`src/rtl/rr_mux_arb.sv`:
```
// rr_mux_arb: registered N-to-1 valid/ready channel mux with round-robin or fixed-priority grant
// Ports:
//   clk, rst        rising-edge clock, asynchronous active-high reset
//   in_data         N words of W bits, channel i at [i*W +: W]
//   in_valid        per-channel request
//   in_ready        per-channel accept, combinational, one-hot or zero
//   out_data        registered selected word
//   out_chan        registered source channel index of out_data
//   out_valid       out_data/out_chan hold a word
//   out_ready       consumer accept
module rr_mux_arb #(
    parameter int N = 4,
    parameter int W = 4,
    parameter int MODE = 0
) (
    input  logic                            clk,
    input  logic                            rst,
    input  logic [N*W-1:0]                  in_data,
    input  logic [N-1:0]                    in_valid,
    output logic [N-1:0]                    in_ready,
    output logic [W-1:0]                    out_data,
    output logic [(N > 1 ? $clog2(N) : 1)-1:0] out_chan,
    output logic                            out_valid,
    input  logic                            out_ready
);
    localparam int CW = N > 1 ? $clog2(N) : 1;
    logic [CW-1:0] last;
    logic [CW-1:0] gnt;
    logic          found;
    logic          grant;
    int            idx;
    // Scan starts one past the last winner in round-robin mode, at 0 in fixed-priority mode.
    always_comb begin
        found = 1'b0;
        gnt = '0;
        idx = 0;
        for (int k = 0; k < N; k++) begin
            idx = (MODE == 0) ? int'(last) + 1 + k : k;
            idx = (idx >= N) ? idx - N : idx;
            if (!found && in_valid[idx]) begin
                found = 1'b1;
                gnt = CW'(idx);
            end
        end
    end
    // Gated by rst so no producer sees an accept while the output register is held in reset.
    assign grant = !rst && (!out_valid || out_ready) && found;
    assign in_ready = grant ? N'(1) << gnt : '0;
    always_ff @(posedge clk or posedge rst) begin
        if (rst) begin
            out_valid <= 1'b0;
            out_data <= '0;
            out_chan <= '0;
            last <= CW'(N - 1);
        end else if (grant) begin
            out_valid <= 1'b1;
            out_data <= in_data[int'(gnt)*W +: W];
            out_chan <= gnt;
            if (MODE == 0) last <= gnt;
        end else if (out_ready) begin
            out_valid <= 1'b0;
        end
    end
endmodule

```
`config.mk`:
```
export PLATFORM = sky130hd
export DESIGN_NAME = rr_mux_arb
export DESIGN_NICKNAME = d
export VERILOG_FILES = /design/src/rtl/rr_mux_arb.sv
export SDC_FILE = /design/constraint.sdc
export NUM_CORES = 1
export LEC_CHECK = 0
export ABC_AREA = 1
export CORE_ASPECT_RATIO = 1.5
export CORE_MARGIN = 8
export CORE_UTILIZATION = 45
export DETAILED_ROUTE_END_ITERATION = 8
export GPL_ROUTABILITY_DRIVEN = 0
export PLACE_DENSITY = 0.81
export SLEW_MARGIN = 20
export SYNTH_ARGS = -nofsm -noshare
export SYNTH_HDL_FRONTEND = slang
export SYNTH_SLANG_ARGS = --single-unit
```
`constraint.sdc`:
```
create_clock -name clk -period 2.7 [get_ports clk]
set_input_delay 0.27 -clock clk [delete_from_list [all_inputs] [get_ports clk]]
set_output_delay 0.27 -clock clk [all_outputs]
set_load 0.01 [all_outputs]
```
==> results.txt <==
status = completed
aoi share = 3.89%
met2 Use GR = 25.3%
worst-margin pin slew = 237 ps
DRT antenna net count = 0
Area Growth Syn to Fin = 44.0%
Critical path origin = last[0]
TritonCTS clock tree = done
first-pass GRT wire length = 4190 µm
post-CTS sizing = 4
wire length on met3 = 138 µm
Vias/cell = 4.98
Setup TNS = 0 ps
CP Cell Sequence = buf_4 > nand2_1 > nand2_2 > nand2_1 > nand2_1 > inv_2 > nand2_1 > o21ai_2 > inv_2 > nand2_4 > inv_2 > nand2_1 > nor2_1 > clkdlybuf4s15_1
Worst slew margin = 84.0%
Worst path slowest cell = dfstp_2
hold_ws = 327 ps
Max-cap violations = 0
layout cells sized above 1 = 26.1%
Post-synth seq share = 24.4%
Sw Share = 53.3%
pin count of the biggest net entering global routing = 12
critical path type = reg2out
cell class contributing the biggest share of worst-path delay = simple AND/OR/NAND/NOR gates
Pwr Density = 1270 nW/µm²
met2 WL = 1440 µm
Post-synth mux share = 0%
GRT Max-Usage Layer = met2
==> worst min-delay path, delay by kind of cell <==
kind / cells / cell delay [ps]
buffers and inverters: 3 / 650
==> layout make-up <==
| type | instances | area [µm²] |
|---|---|---|
| Inverter | 14 | 52.6 |
| Sequential cell | 9 | 228 |
| Timing Repair Buffer | 41 | 387 |
| Fill cell | 187 | 658 |
| Multi-Input combinational cell | 120 | 623 |
| Clock buffer | 4 | 26.3 |
| Tap cell | 22 | 27.5 |
==> cells in the mapped netlist <==
cell type  count
inv_2          6
nor2_1         4
buf_6          1
buf_8          1
buf_4          2
nor3_1         1
nand2_1       69
o21ai_1        3
nor2_4         1
nor2_8         1
dfrtp_1        7
nand4_1        1
o21a_1         1
nand2_4        4
nand3_2        2
nand2_2       18
nand3_1       12
o21ai_0        1
nand4_4        1
dfstp_2        2
o21ai_2        1
inv_1          8
==> metrics by stage <==
step	cells	instance area (µm²)
finish	210	1340
CTS	210	1330
global placement	205	1300
global route	210	1340
detailed placement	205	1300
floorplan	147	933
==> final timing paths <==
check | to | slack, ps | cells past startpoint
max reg2reg | out_data[2] | 670 | 16
min in group clk | out_data[2] | 490 | 2
max in group asynchronous | last[0] | 2160 | 3
min reg2reg | out_data[2] | 490 | 2
min | out_data[2] | 330 | 3
max | in_ready[2] | 140 | 14
==> registers in the layout (all words and copies together), names as in the netlist <==
register   flops
out_valid      1
out_chan       2
last           2
out_data       4
==> power groups by stage <==
stage               Sequential [mW]  Clock (mW)  Combinational [mW]
detailed placement            0.258           0                1.33
CTS                           0.247       0.105                1.34
global placement              0.256           0                1.31
finish                        0.246       0.102                1.36
floorplan                     0.258           0               0.974
global route                  0.252       0.109                1.51
==> logic make-up after synthesis <==
| group | after synthesis |
|---|---|
| buf+inv | 18 |
| compound gates | 6 |
| flops | 9 |
| simple gates | 114 |
clock_nets.png
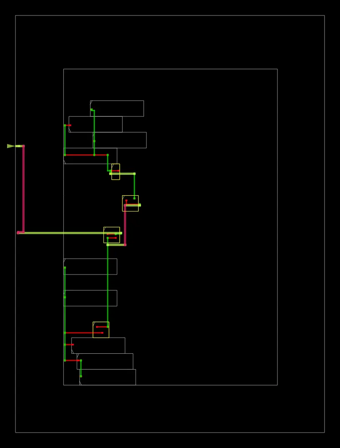
CTS sink cnt: 9
total CTS buffers: 3
Fin Clk Skew: 4.96 ps
clock buffers: 4

m2.png
Drawn at 4 px/µm.
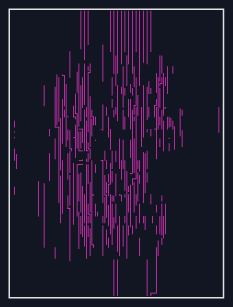
share of all routed wire: 56%
nets with wire on the layer: 177
longest straight run: 23.5 µm

ff_map.png
Drawn at 4 px/µm. Other sequential cells in the stronger grey, the rest of the logic in the fainter grey.
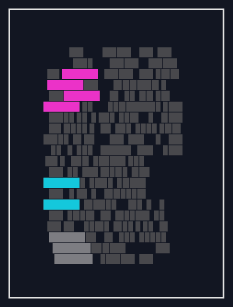
legend:
  cyan:
    signal: out_chan
    sequential_cells: 2
  magenta:
    signal: out_data
    sequential_cells: 4
not coloured: 3

Power and IR drop assume default switching activity.
